## src/rtl/cla_pkg.sv

```systemverilog
// rtl/cla_pkg.sv - shared defaults, opcode and flag types for the pipelined CLA add/sub
package cla_pkg;

    localparam int CLA_WIDTH_DEF = 16;
    localparam int CLA_BLOCK_DEF = 4;

    typedef enum logic {
        OP_ADD = 1'b0,
        OP_SUB = 1'b1
    } cla_op_e;

    typedef struct packed {
        logic carry;
        logic ovf;
        logic zero;
        logic sat;
    } cla_flags_t;

endpackage

```

## src/rtl/cla_slice.sv

```systemverilog
// rtl/cla_slice.sv - combinational BLOCK-bit carry-lookahead slice
module cla_slice #(
    parameter int BLOCK = 4
) (
    input  logic [BLOCK-1:0] a,
    input  logic [BLOCK-1:0] b,
    input  logic             cin,
    output logic [BLOCK-1:0] s,
    output logic             cout,
    output logic             c_msb
);

    logic [BLOCK-1:0] g;
    logic [BLOCK-1:0] p;
    logic [BLOCK:0]   c;

    assign g = a & b;
    assign p = a ^ b;

    always_comb begin
        c    = '0;
        c[0] = cin;
        for (int i = 0; i < BLOCK; i++) begin
            c[i+1] = g[i] | (p[i] & c[i]);
        end
    end

    assign s     = p ^ c[BLOCK-1:0];
    assign cout  = c[BLOCK];
    assign c_msb = c[BLOCK-1];

endmodule

```

## src/rtl/pipelined_cla_addsub.sv

```systemverilog
// rtl/pipelined_cla_addsub.sv - WIDTH-bit add/sub, one CLA slice per pipeline stage, global-stall handshake
// Optional: define CLA_SAT_EN to clamp signed results on overflow.
module pipelined_cla_addsub
    import cla_pkg::*;
#(
    parameter int WIDTH = CLA_WIDTH_DEF,
    parameter int BLOCK = CLA_BLOCK_DEF
) (
    input  logic             clk,
    input  logic             reset_n,
    input  logic             in_valid,
    output logic             in_ready,
    input  logic             op_sub,
    input  logic [WIDTH-1:0] a,
    input  logic [WIDTH-1:0] b,
    output logic             out_valid,
    input  logic             out_ready,
    output logic [WIDTH-1:0] sum,
    output logic             carry_out,
    output logic             overflow,
    output logic             zero,
    output logic             sat
);

    localparam int NBLK = WIDTH / BLOCK;

    if ((WIDTH % BLOCK) != 0 || NBLK < 1) begin : g_bad_cfg
        $error("pipelined_cla_addsub: WIDTH (%0d) must be a multiple of BLOCK (%0d)", WIDTH, BLOCK);
    end

    cla_op_e          op;
    logic             advance;
    logic [NBLK-1:0]  valid_q;

    assign op        = op_sub ? OP_SUB : OP_ADD;
    assign advance   = ~out_valid | out_ready;
    assign in_ready  = advance;
    assign out_valid = valid_q[NBLK-1];

    // Bubbles shift like beats; nothing is collapsed.
    always_ff @(posedge clk or negedge reset_n) begin
        if (!reset_n) begin
            valid_q <= '0;
        end else if (advance) begin
            valid_q <= (valid_q << 1) | NBLK'(in_valid);
        end
    end

    for (genvar k = 0; k < NBLK; k++) begin : stage
        localparam int REM = WIDTH - k * BLOCK;

        logic [REM-1:0]         a_i;
        logic [REM-1:0]         b_i;
        logic                   c_i;
        logic [BLOCK-1:0]       s_sl;
        logic                   co;
        logic                   cm;
        logic [(k+1)*BLOCK-1:0] s_n;

        if (k == 0) begin : g_in
            assign a_i = a;
            assign b_i = (op == OP_SUB) ? ~b : b;
            assign c_i = (op == OP_SUB);
            assign s_n = s_sl;
        end else begin : g_link
            assign a_i = stage[k-1].g_reg.a_q;
            assign b_i = stage[k-1].g_reg.b_q;
            assign c_i = stage[k-1].g_reg.c_q;
            assign s_n = {s_sl, stage[k-1].g_reg.s_q};
        end

        if (k == NBLK - 1) begin : g_last_slice
            cla_slice #(.BLOCK(BLOCK)) u_slice (
                .a     (a_i[BLOCK-1:0]),
                .b     (b_i[BLOCK-1:0]),
                .cin   (c_i),
                .s     (s_sl),
                .cout  (co),
                .c_msb (cm)
            );
        end else begin : g_mid_slice
            assign cm = 1'b0;
            cla_slice #(.BLOCK(BLOCK)) u_slice (
                .a     (a_i[BLOCK-1:0]),
                .b     (b_i[BLOCK-1:0]),
                .cin   (c_i),
                .s     (s_sl),
                .cout  (co),
                .c_msb ()
            );
        end

        // Only the operand bits still to be summed travel to the next stage.
        if (k < NBLK - 1) begin : g_reg
            logic [REM-BLOCK-1:0]   a_q;
            logic [REM-BLOCK-1:0]   b_q;
            logic [(k+1)*BLOCK-1:0] s_q;
            logic                   c_q;

            always_ff @(posedge clk or negedge reset_n) begin
                if (!reset_n) begin
                    a_q <= '0;
                    b_q <= '0;
                    s_q <= '0;
                    c_q <= 1'b0;
                end else if (advance) begin
                    a_q <= a_i[REM-1:BLOCK];
                    b_q <= b_i[REM-1:BLOCK];
                    s_q <= s_n;
                    c_q <= co;
                end
            end
        end
    end

    logic [WIDTH-1:0] sum_raw;
    logic [WIDTH-1:0] sum_fin;
    logic             c_fin;
    logic             v_fin;
    logic             sat_fin;
    cla_flags_t       flags_d;
    cla_flags_t       flags_q;
    logic [WIDTH-1:0] sum_q;

    assign sum_raw = stage[NBLK-1].s_n;
    assign c_fin   = stage[NBLK-1].co;
    assign v_fin   = stage[NBLK-1].co ^ stage[NBLK-1].cm;

`ifdef CLA_SAT_EN
    logic sign_a;
    // Overflow implies both effective operands share a sign, so A's MSB picks the rail.
    assign sign_a  = stage[NBLK-1].a_i[BLOCK-1];
    assign sum_fin = !v_fin ? sum_raw
                   : (sign_a ? {1'b1, {(WIDTH-1){1'b0}}} : {1'b0, {(WIDTH-1){1'b1}}});
    assign sat_fin = v_fin;
`else
    assign sum_fin = sum_raw;
    assign sat_fin = 1'b0;
`endif

    always_comb begin
        flags_d       = '0;
        flags_d.carry = c_fin;
        flags_d.ovf   = v_fin;
        flags_d.zero  = ~|sum_fin;
        flags_d.sat   = sat_fin;
    end

    always_ff @(posedge clk or negedge reset_n) begin
        if (!reset_n) begin
            sum_q   <= '0;
            flags_q <= '0;
        end else if (advance) begin
            sum_q   <= sum_fin;
            flags_q <= flags_d;
        end
    end

    assign sum       = sum_q;
    assign carry_out = flags_q.carry;
    assign overflow  = flags_q.ovf;
    assign zero      = flags_q.zero;
    assign sat       = flags_q.sat;

endmodule

```

## config.mk

```make
export PLATFORM = sky130hd
export DESIGN_NAME = pipelined_cla_addsub
export DESIGN_NICKNAME = d
export VERILOG_FILES = /design/src/rtl/cla_pkg.sv /design/src/rtl/cla_slice.sv /design/src/rtl/pipelined_cla_addsub.sv
export SDC_FILE = /design/constraint.sdc
export NUM_CORES = 1
export LEC_CHECK = 0
export ABC_AREA = 1
export CORE_MARGIN = 5
export CORE_UTILIZATION = 59
export CTS_CLUSTER_SIZE = 20
export DETAILED_ROUTE_END_ITERATION = 7
export GPL_ROUTABILITY_DRIVEN = 0
export PLACE_DENSITY_LB_ADDON = 0.12
export SLEW_MARGIN = 20
export SYNTH_ARGS = -nofsm -noshare
export SYNTH_HDL_FRONTEND = slang
export SYNTH_HIERARCHICAL = 1
export SYNTH_SLANG_ARGS = --single-unit
```

## constraint.sdc

```tcl
create_clock -name clk -period 7 [get_ports clk]
set_input_delay 0.7 -clock clk [delete_from_list [all_inputs] [get_ports clk]]
set_output_delay 0.7 -clock clk [all_outputs]
set_load 0.02 [all_outputs]
```

**Run 1: gate-type map**

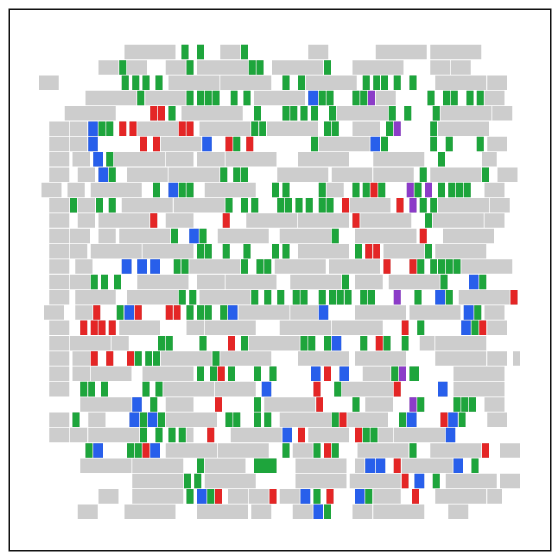
Key: purple = NOR gates [cells 8]; green = NAND gates [cells 214]; blue = inverting AOI/OAI gates [cells 41, where all over the die]; red = inverters [cells 57]
fraction of area in multi-input gates: 29.8%
most numerous logic cell after layout: nand2_1
Non-Filler Instances: 627

**Run 1: routed metal, one color a layer**

Two of the layers only.
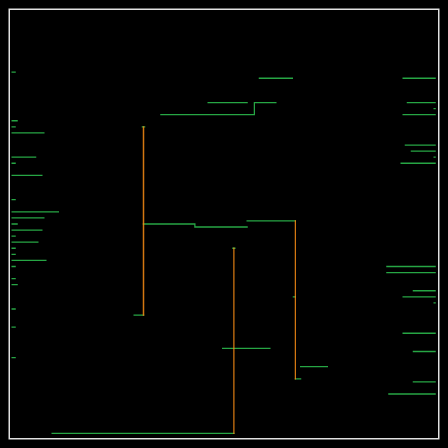
Key: green = metal 3 [wire length 310 um]; orange = metal 4 [wire length 119 um]
wirelength, routed: 7330 um
GRT Util Overall: 18.2%
post-DR wirelength/cell: 11.7 um

**Run 1: routing congestion map**

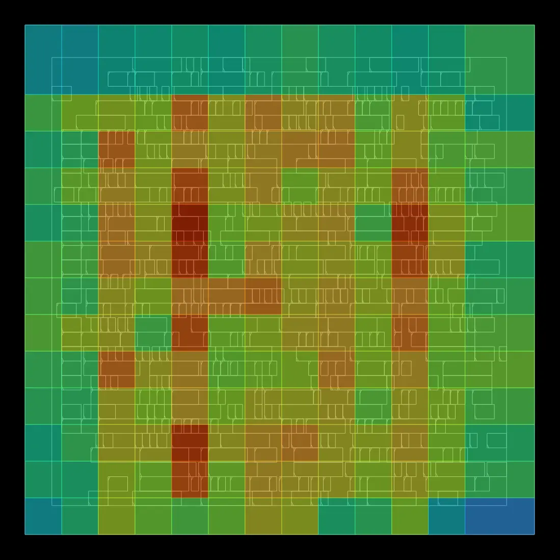
grt met1 use: 25.0%
met3 Use GR: 3.99%
Finished Core Util: 71.1%
layer with the highest usage: met2

**Run 1: sequential cells colored by netlist name**

Bar = 20 um. Other sequential cells in the stronger gray, the rest of the logic in the fainter gray.
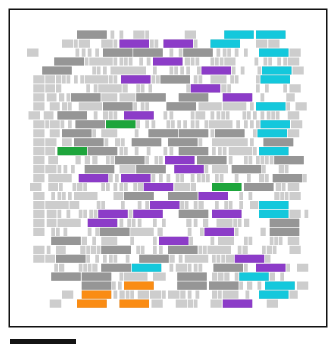
Key: green = stage.g_reg.c_q [sequential cells 3]; purple = stage.g_reg.s_q [sequential cells 24]; orange = valid_q [sequential cells 4]; cyan = sum [sequential cells 16]
power in sequential cells: 0.945 mW
sequential cell area: 2450 sq um

==> reports/metrics.yaml, run 1 <==
run_status:
  status: "completed"
yosys:
  yosys_warnings: 6
  ys_types: 18
  syn_area_per_cell_sq_um: 9.14
  netlist_area_sq_um: 4350
  yosys_area_sq_um: 4350
  edf_count: 0
  synth_stat.cells: 476
  synth-main-ff-cell: "dfrtp_1"
  floorplan.nets: 529
  synthCells: 476
  async_flop_share_pct: 100
  ys_ff: 98
  seq_area_frac_synth_pct: 56.4
drt:
  vias: 2922
  viasPerCell: 4.66
  drc: 0
  dr.pass1.iters: 5
  ant_nets: 0
  drtIter0Drc: 159
cells_and_area:
  seq_share_pct: 47.8
  nMultiInputCombCells: 298
  nNonClkInverters: 57
  largest_class: "registers"
  fillers: 596
  diodes: 0
  drive_gt1_share_pct: 3.79
  seq_cells: 98
  clock_buffers: 12
  nets: 576
  clk_share_pct: 4.46
  layout.nonclk_buf_share_pct: 11.4
  logic_area_sq_um: 1530
  n_all_buffers: 59
  syn_to_final_growth_pct: 17.9
critical_path:
  r2r_slack_ps: 4440
  required_ps: 7200
  arrival_ps: 3720
  worstSetupEndpointType: "flop"
  slowest_delay_ps: 1030
  crit_type: "in -> reg"
  crit_chain: "clkdlybuf4s50_1 -> xor2_1 -> inv_1 -> fa_1 -> inv_1 -> fa_1 -> inv_1 -> fa_1 -> inv_1 -> fa_1 -> nand2_1 -> o21ai_0"
  worst_setup_path_start_kind: "primary input"
  cp_max_fo: 17
  crit_path_top_delay_cell: "clkdlybuf4s50_1"
floorplan:
  die_x_um: 95.9
  die_y_um: 95.9
  fp_util_pct: 60.3
  dieArea_sq_um: 9190
  taps: 99
  core_area_sq_um: 7210
  ios: 59
  row_count: 31
grt:
  grt_pass1_wl_um: 12900
  grt_antenna_before_repair: 0
  grt_pass1_vias: 2855
  grt_max_degree: 90
  overflow: 0
place:
  portBuffers: 57
  dp_hpwl_um: 4960
  dp_cells: 611
clock_tree:
  cts_tree: "yes"
  clk_pin_slew_ps: 80
  cts_setup_buffers: 0
  htree_levels: 3
  clk_latency_ps: 350
  cts_hold_buf: 0
  numCtsBuffers: 9
  clockBufferDepth: 2
  cts_resized: 0
  cts_sinks: 98
  clock-root-buffer: "clkbuf_8"
power_and_ir_drop:
  ir_worst_vdd_v: 0.000167
  leakagePower_nw: 2.62
  clockPowerShare_pct: 18.9
  pwr-share-comb_pct: 37.5
  seq_power_share_pct: 43.6
  intPower_mw: 1.37
  p_sw_mw: 0.796
  powerDensity_nw_per_um2: 422
  swShare_pct: 36.7
sta:
  rsz0062_at_grt: "false"
  final_hold_viol_count: 0
  final-setup-viol-count: 0
  slew_violations: 0
  min_period_ps: 3520
  fin_setup_tns_ps: 0
  skew_ps: 10.7
  tightest_slew_ps: 869
  hold_slack_ps: 293
  slew_headroom_pct: 42.1
  fin_crit_sh_pct: 50.3
  max_freq_mhz: 284
hold_path:
  hp-class: "in -> async"
job:
  cap_violations: 0
  warning_count: 26
==> run 1: path summary, 6_finish.rpt <==
check | start | cells past startpoint | endpoint
min in group clk | valid_q[2] | 2 | valid_q[3]
worst max-delay path | op_sub | 12 | stage[0].g_reg.s_q[3]
worst max register to register | stage[2].g_reg.a_q[0] | 13 | zero
max in group asynchronous | reset_n | 2 | stage[2].g_reg.b_q[1]
worst min register to register | valid_q[2] | 2 | valid_q[3]
worst min-delay path | reset_n | 1 | sum[9]
==> run 1: per-layer routing <==
layer  part of all wire (%)  wire, um  track usage (%)  up-vias
met2                     46      3390             29.0       60
met4                    1.6       119             6.40        0
met3                    4.2       310             3.99        8
li1                       -         -                -     1499
met1                     48      3510             25.0     1355
met5                      0         0                0        -
==> run 1: flip-flops by register name (all words and copies together), names as in the netlist <==
signal           flops
stage.g_reg.a_q     24
stage.g_reg.b_q     24
stage.g_reg.s_q     24
sum                 16
valid_q              4
stage.g_reg.c_q      3
carry_out            1
overflow             1
zero                 1
==> run 1: Yosys cell counts, types with 2 or more instances <==
library cell	n	area share, %
buf_2	11	1.3
buf_4	2	0.35
buf_6	5	1.3
clkbuf_1	4	0.35
dfrtp_1	98	56
fa_1	16	7.4
inv_1	56	4.8
nand2_1	212	18
nor2_1	8	0.69
o21ai_0	41	4.7
xnor2_1	13	2.6
xor2_1	4	0.81
==> run 1: through the flow <==
stage | worst slack, ps | power [mW] | area (sq um)
2_1_floorplan | 4150 | 1.52 | 4350
3_3_place_gp | 3230 | 1.75 | 4900
3_5_place_dp | 3090 | 1.78 | 4900
4_1_cts | 3470 | 2.19 | 5130
5_1_grt | 3260 | 2.37 | 5130
6_report | 3480 | 2.17 | 5130
==> run 1: power groups by stage <==
stage / clock [mW] / sequential (mW) / combinational (mW)
after floorplan: 0 / 0.996 / 0.523
after global placement: 0 / 0.948 / 0.799
after detailed placement: 0 / 0.958 / 0.821
after CTS: 0.414 / 0.947 / 0.826
after global routing: 0.446 / 0.976 / 0.948
final: 0.408 / 0.945 / 0.813
==> run 1: kinds of logic after synthesis <==
logic type                 after synthesis  synth area share [%]
xor gates and xnor gates                17                  3.42
adders and majority gates               16                  7.36
AOI/OAI and AO/OA                       42                  4.89
and+or+nand+nor                        222                  19.4
buffers and inverters                   80                  8.51
other                                    1                0.0862
DFF                                     98                  56.4
==> run 1: layout by cell type (no fill, tap or decap), drive strengths merged <==
| cell | count |
|---|---|
| clkbuf | 12 |
| clkdlybuf4s50 | 56 |
| o21ai | 41 |
| nand2 | 213 |
| nand3 | 1 |
| xor2 | 4 |
| buf | 3 |
| fa | 16 |
| bufinv | 2 |
| o21a | 1 |
| clkinv | 2 |
| conb | 1 |
| dfrtp | 98 |
| inv | 57 |
| nor2 | 8 |
| xnor2 | 13 |
==> run 1: worst max-delay path: cells and delay by family <==
| family | cells | cell delay, ps |
|---|---|---|
| compound gates | 1 | 90 |
| xor+xnor | 1 | 230 |
| buf+inv | 5 | 1310 |
| fa+ha+maj | 4 | 1300 |
| simple gates | 1 | 70 |
**Run 1: drive-strength map**

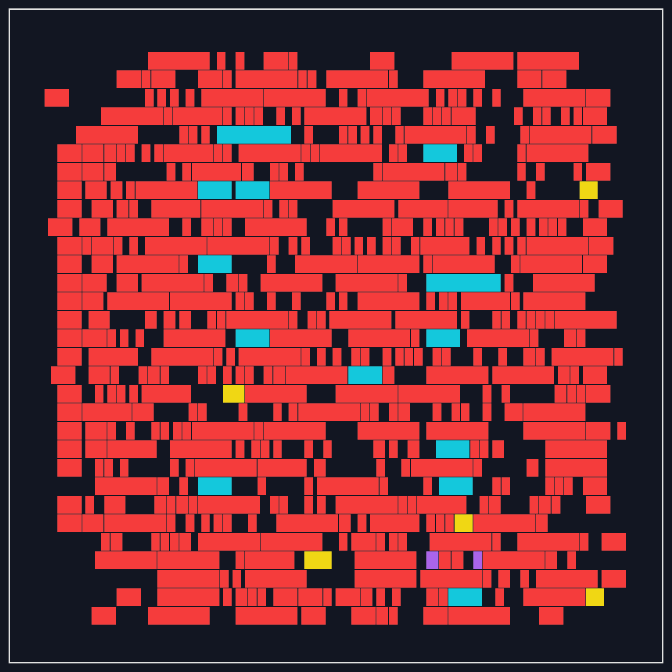

==> run 1 -> run 2 <==
--- a/config.mk
+++ b/config.mk
@@ -7,7 +7,7 @@
 export LEC_CHECK = 0
 export ABC_AREA = 1
 export CORE_MARGIN = 5
-export CORE_UTILIZATION = 59
+export CORE_UTILIZATION = 49
 export CTS_CLUSTER_SIZE = 20
 export DETAILED_ROUTE_END_ITERATION = 7
 export GPL_ROUTABILITY_DRIVEN = 0
==> constraint.sdc (replaced) <==
create_clock -name clk -period 3.1 [get_ports clk]
set_input_delay 0.31 -clock clk [delete_from_list [all_inputs] [get_ports clk]]
set_output_delay 0.31 -clock clk [all_outputs]
set_load 0.02 [all_outputs]
**Run 2: drive-strength map**

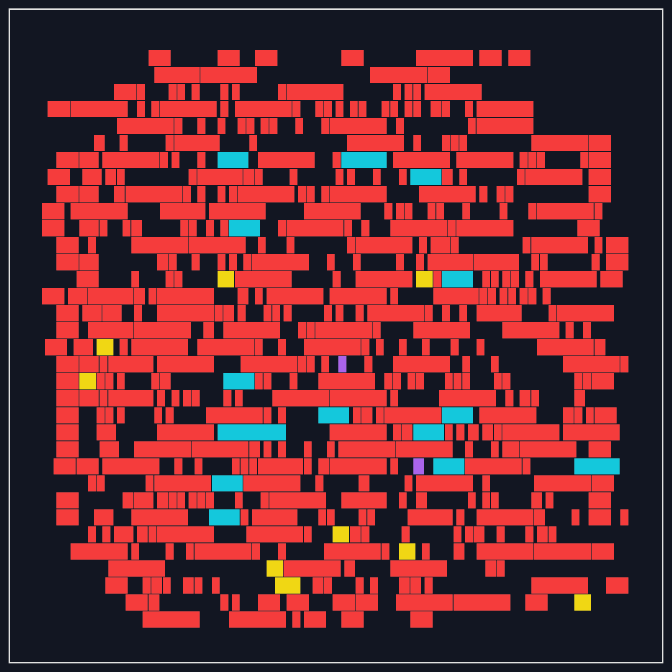
Key: red = _0 and _1 cells [cells 509, share 95%, most used nand2_1]; yellow = _3 and _4 cells [cells 9, share 1.7%, most used buf_4]; cyan = _6 and larger [cells 14, share 2.6%, most used clkbuf_8]; purple = _2 cells [cells 2, share 0.37%]

==> run 2 against run 1 <==
Cell area is 1.2% higher. Highest routed layer unchanged. Sequential cell count unchanged. Die size rose by 18%.
==> reports/metrics.yaml, run 2 <==
drt:
  drtIter0Drc: 107
  vias: 2944
  drc: 0
  wirelength_um: 7810
  viasPerCell: 4.59
  wl_per_cell_um: 12.2
  ant_nets: 0
  dr.pass1.iters: 5
clock_tree:
  clk_latency_ps: 360
  clk_pin_slew_ps: 90
  htree_levels: 3
  cts_sinks: 98
  cts_setup_buffers: 0
  cts_resized: 0
  cts_hold_buf: 1
  clockBufferDepth: 2
  cts_tree: "yes"
  numCtsBuffers: 9
  clock-root-buffer: "clkbuf_8"
critical_path:
  crit_type: "in -> reg"
  ff2ff_path_depth: 13
  slowest_delay_ps: 510
  crit_path_top_delay_cell: "clkdlybuf4s50_1"
  crit_chain: "clkdlybuf4s50_1 -> buf_4 -> inv_1 -> fa_1 -> inv_1 -> fa_1 -> inv_1 -> fa_1 -> inv_1 -> fa_1 -> nand2_1 -> o21ai_0"
  worstSetupEndpointType: "flop"
  arrival_ps: 2740
  required_ps: 3320
  critPathBufInv: 6
  r2r_slack_ps: 670
  worst_setup_path_start_kind: "primary input"
  cp_max_fo: 8
  rr_startpoint: "stage[2].g_reg.a_q[0]"
  r2r-end: "zero"
  path_delay_family: "adder cells"
sta:
  rsz0062_at_grt: "false"
  skew_ps: 8.90
  final-setup-viol-count: 0
  slew_violations: 0
  min_period_ps: 2520
  finalWorstSetupSlack_ps: 582
  fin_crit_sh_pct: 81.2
  max_freq_mhz: 397
  slew_headroom_pct: 57.6
  tightest_slew_ps: 636
  final_hold_viol_count: 0
  fin_setup_tns_ps: 0
grt:
  grt_antenna_before_repair: 0
  overflow: 0
  grt_pass1_wl_um: 14300
  grt_pass1_vias: 3126
  grtUsageTotal_pct: 15.9
  grt_max_degree: 51
yosys:
  edf_count: 0
  top_area_cell: "dfrtp_1"
  most_common_cell: "nand2_1"
  top_area_share_pct: 56.4
  synth-main-ff-cell: "dfrtp_1"
  yosys_area_sq_um: 4350
  async_flop_share_pct: 100
  syn_area_per_cell_sq_um: 9.14
  netlist_area_sq_um: 4350
  yosys_warnings: 6
  synth_stat.cells: 476
  synthCells: 476
  ys_types: 18
  ys_ff: 98
  top_cells_by_count: "nand2_1, dfrtp_1, inv_1"
  seq_area_frac_synth_pct: 56.4
  top_cells_by_area: "dfrtp_1, nand2_1, fa_1, inv_1, o21ai_0"
  floorplan.nets: 529
floorplan:
  die_y_um: 104
  fp_util_pct: 50.1
  row_count: 34
  die_x_um: 104
  core_area_sq_um: 8680
  ios: 59
  dieArea_sq_um: 10900
power_and_ir_drop:
  ir_worst_vdd_v: 0.000314
  leakagePower_nw: 2.64
  powerDensity_nw_per_um2: 936
  seq_power_share_pct: 44.0
  clockPowerShare_pct: 17.4
  pwr-share-comb_pct: 38.6
  p_sw_mw: 1.82
  swShare_pct: 37.5
  intPower_mw: 3.04
cells_and_area:
  final_util_pct: 59.8
  reg_top3: "stage.g_reg.a_q: 24 flops, stage.g_reg.b_q: 24 flops, stage.g_reg.s_q: 24 flops"
  nets: 582
  drive_gt1_share_pct: 4.68
  syn_to_final_growth_pct: 19.3
  final_cell_mix: "nand2_1, dfrtp_1, inv_1, clkdlybuf4s50_1, o21ai_0"
  layout_top_cell: "nand2_1"
  diodes: 0
place:
  pre_cts_ws_ps: 192
  portBuffers: 57
  dp_hpwl_um: 5410
hold_path:
  holdPathStages: 2
  hp-class: "reg -> reg"
  hold_start: "valid_q[2]"
  worst_hold_path.endpoint: "valid_q[3]"
job:
  warning_count: 26
  cap_violations: 0
run_status:
  status: "completed"
==> run 2: cell counts after synthesis <==
Identical to the previous run, type by type.
==> run 2: kinds of logic (layout without fill, tap and decap cells) <==
group | after synthesis | count (layout) | share of synthesized area [%]
AND/OR/NAND/NOR | 222 | 222 | 19.4
buffers and inverters | 80 | 138 | 8.51
flip-flops | 98 | 98 | 56.4
XOR/XNOR | 17 | 17 | 3.42
other | 1 | 1 | 0.0862
AND-OR/OR-AND | 42 | 42 | 4.89
adder cells (fa/ha/maj) | 16 | 16 | 7.36
==> run 2: power by group through the flow <==
stage	Sequential [mW]	Combinational, mW	Clock, mW
CTS	2.14	1.92	0.871
global placement	2.15	1.85	0
detailed placement	2.17	1.91	0
floorplan	2.25	1.18	0
global route	2.21	2.21	0.917
finish	2.14	1.88	0.846
==> run 2: layer usage <==
metal	up-vias	global-route usage (%)	share of wire, %
met5	-	0	0
met4	0	6.01	1.5
met3	10	3.48	3.6
met2	60	24.4	46
met1	1365	22.2	49
li1	1509	-	-
==> run 2: worst min-delay path, cell delays in order (launching register included) <==
cell and delay [ps]:
dfrtp_1 340, inv_1 50, nand2_1 50
==> run 2: final cells by class <==
class                           instances  area [sq um]
Clock buffer                           12           155
Sequential cell                        98          2450
Fill cell                             818          3490
Timing Repair Buffer                   65           656
Tap cell                              108           135
Multi-Input combinational cell        298          1530
Inverter                               57           214
Clock inverter                          4          50.0
==> run 2: how the worst max path moves through the flow <==
stage	start	endpoint	depth (start not counted)
floorplan	op_sub	stage[0].g_reg.s_q[3]	13
global placement	op_sub	stage[0].g_reg.s_q[3]	12
detailed placement	op_sub	stage[0].g_reg.s_q[3]	12
CTS	op_sub	stage[0].g_reg.s_q[3]	12
global route	op_sub	stage[0].g_reg.s_q[3]	12
finish	op_sub	stage[0].g_reg.s_q[3]	12
==> run 2: stage by stage <==
stage	area [sq um]	std cells	hold slack (ps)	power [mW]
floorplan	4350	476	14.4	3.43
global placement	4970	625	377	3.99
detailed placement	4970	625	376	4.08
CTS	5190	642	471	4.93
global route	5190	642	490	5.34
finish	5190	642	467	4.86
**Run 2: routed metal, one color a layer**

Two of the layers only.
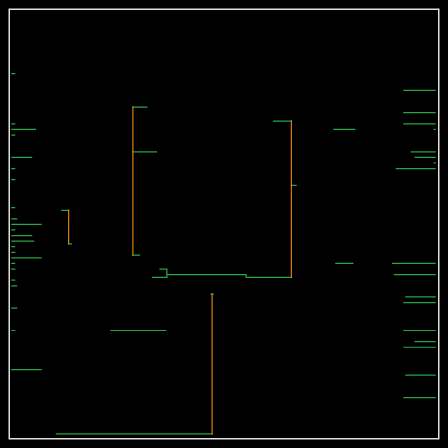

==> run 2 -> run 3 <==
--- a/config.mk
+++ b/config.mk
@@ -7,7 +7,7 @@
 export LEC_CHECK = 0
 export ABC_AREA = 1
 export CORE_MARGIN = 5
-export CORE_UTILIZATION = 49
+export CORE_UTILIZATION = 55
 export CTS_CLUSTER_SIZE = 20
 export DETAILED_ROUTE_END_ITERATION = 7
 export GPL_ROUTABILITY_DRIVEN = 0
==> constraint.sdc (replaced) <==
create_clock -name clk -period 2.4 [get_ports clk]
set_input_delay 0.24 -clock clk [delete_from_list [all_inputs] [get_ports clk]]
set_output_delay 0.24 -clock clk [all_outputs]
set_load 0.02 [all_outputs]
**Run 3: routed metal, one color a layer**

Two of the layers only.
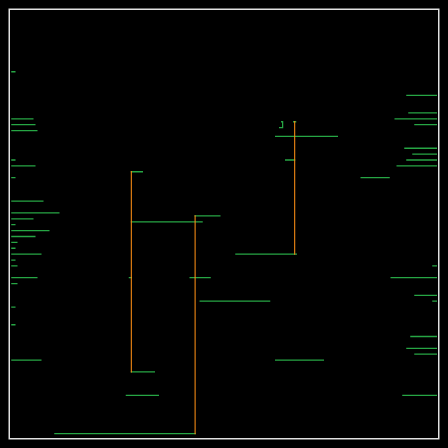
Key: green = metal 3 [wire length 324 um]; orange = metal 4 [wire length 127 um]

==> run 3 against run 2 <==
Critical endpoint is now zero. Combinational power up 32%. Wire length down 3.0%. Synthesized area unchanged. The run now ends with setup timing left. Sequential cell count unchanged. Largest cell class unchanged. Non-clock buffer count unchanged. First-iteration DRC count down 1.9%. Clock power up 8.5%. Die size down 9.9%. Clock skew up 0.77 ps. Total power up 27%.
==> reports/metrics.yaml, run 3 <==
yosys:
  ys_ff: 98
  netlist_area_sq_um: 4350
  synth_stat.cells: 476
  synthCells: 476
  top_area_share_pct: 56.4
  syn_area_per_cell_sq_um: 9.14
  yosys_area_sq_um: 4350
  top_cells_by_area: "dfrtp_1, nand2_1, fa_1, inv_1, o21ai_0"
  seq_area_frac_synth_pct: 56.4
  top_area_cell: "dfrtp_1"
  most_common_cell: "nand2_1"
  async_flop_share_pct: 100
  ys_types: 18
  top_cells_by_count: "nand2_1, dfrtp_1, inv_1"
  yosys_warnings: 6
  floorplan.nets: 529
  synth-main-ff-cell: "dfrtp_1"
  edf_count: 0
critical_path:
  required_ps: 2700
  arrival_ps: 2720
  crit_type: "reg -> reg"
  rr_startpoint: "stage[2].g_reg.c_q"
  worst_setup_path_start_kind: "flop"
  ff2ff_path_depth: 13
  worstSetupEndpointType: "flop"
  cp_max_fo: 2
  r2r-end: "zero"
  critPathCapture: "zero"
  r2r_slack_ps: -20
  crit_start: "stage[2].g_reg.c_q"
drt:
  ant_nets: 0
  wl_per_cell_um: 11.9
  viasPerCell: 4.66
  drc: 0
  wirelength_um: 7570
  dr.pass1.iters: 4
  vias: 2962
  drtIter0Drc: 105
clock_tree:
  htree_levels: 3
  clockBufferDepth: 2
  cts_tree: "yes"
  cts_sinks: 98
  clock-root-buffer: "clkbuf_8"
  numCtsBuffers: 9
  clk_pin_slew_ps: 90
  clk_latency_ps: 350
sta:
  min_period_ps: 2420
  rsz0062_at_grt: "true"
  fin_crit_sh_pct: 101
  fin_setup_tns_ps: -17.9
  max_freq_mhz: 414
  hold_slack_ps: 408
  final_hold_viol_count: 0
  skew_ps: 9.67
  slew_violations: 0
  final-setup-viol-count: 1
  tightest_slew_ps: 596
  finalWorstSetupSlack_ps: -17.9
  slew_headroom_pct: 60.2
floorplan:
  dieArea_sq_um: 9790
  fp_util_pct: 56.3
  core_area_sq_um: 7730
  row_count: 32
  die_x_um: 98.9
  die_y_um: 98.9
  ios: 59
grt:
  grt_max_degree: 108
  grt_antenna_before_repair: 0
  overflow: 0
  grtUsageTotal_pct: 17.1
  grt_pass1_vias: 3070
  grt_pass1_wl_um: 13500
cells_and_area:
  fillers: 654
  diodes: 0
  final_util_pct: 66.7
  drive_gt1_share_pct: 6.55
  syn_to_final_growth_pct: 18.5
  final_cell_mix: "nand2_1, dfrtp_1, clkdlybuf4s50_1"
  reg_top3: "stage.g_reg.a_q: 24 flops, stage.g_reg.b_q: 24 flops, stage.g_reg.s_q: 24 flops"
  nets: 582
  layout_top_cell: "nand2_1"
power_and_ir_drop:
  ir_worst_vdd_v: 0.000435
  finalPower_mw: 6.18
  leakagePower_nw: 2.61
  powerDensity_nw_per_um2: 1200
run_status:
  violations: "setup timing"
  status: "finished with violations"
place:
  dp_hpwl_um: 5240
  portBuffers: 57
job:
  warning_count: 30
  cap_violations: 0
hold_path:
  hp-class: "in -> reg"
## run 3: metal layers
layer	wire [um]	part of all wire (%)	GRT usage [%]	vias to the layer above
met4	127	1.7	7.77	0
met2	3640	48	27.8	64
met3	324	4.3	2.97	9
li1	-	-	-	1506
met5	0	0	0	-
met1	3470	46	22.4	1383
## run 3: how the worst min path moves through the flow
stage / from / end / slack [ps] / cells past startpoint
global route: a[4] / stage[0].g_reg.a_q[0] / 400 / 3
detailed placement: reset_n / sum[11] / 290 / 1
CTS: a[5] / stage[0].g_reg.a_q[1] / 390 / 3
floorplan: reset_n / carry_out / -60 / 0
finish: a[5] / stage[0].g_reg.a_q[1] / 410 / 3
global placement: reset_n / sum[11] / 280 / 1
## run 3: power breakdown
part           internal [mW]  switching, mW  leakage, nW  total (mW)
combinational           1.05           1.44         1.34        2.49
sequential              2.37          0.398         1.19        2.77
clock                  0.378          0.540       0.0766       0.918
## run 3: critical path: stages, from the launching register on
cell and delay [ps]:
dfrtp_1 360, inv_2 50, fa_2 380, inv_2 70, fa_2 190, inv_2 40, fa_2 320, inv_2 70
fa_1 440, nor2_1 110, nand2_1 60, nor2_2 130, nand3_1 80, nand2_1 60
## run 3: cells by family after synthesis
family / share of synthesized area (%)
AND-OR/OR-AND: 4.89
XOR/XNOR: 3.42
adder cells (fa/ha/maj): 7.36
buffers and inverters: 8.51
flip-flops: 56.4
other: 0.0862
AND/OR/NAND/NOR: 19.4
## run 3: cell type report
class	instances	area, sq um	area share [%]
clock inverters	4	28.8	0.558
inverters	57	214	4.15
repair buffers	65	654	12.7
well taps	102	128	2.48
flip-flops and latches	98	2450	47.6
multi-input cells	298	1540	29.9
clock buffers	12	135	2.62
## run 3: repair_timing
item,4_1_cts,5_1_grt
hold endpoints to repair,45,0
gates resized,2,11
hold buffers,1,0
setup endpoints to repair,2,2
pin swaps,1,6
buffers inserted,0,0
## run 3: metrics by stage
step	area [sq um]	instances	setup WS [ps]
floorplan	4350	476	13.9
global placement	4970	619	-311
detailed placement	4970	619	-430
CTS	5140	636	-41.7
global route	5150	636	-121
finish	5150	636	-17.9
Power figures rest on the tool's default switching activity, not on a simulated workload.
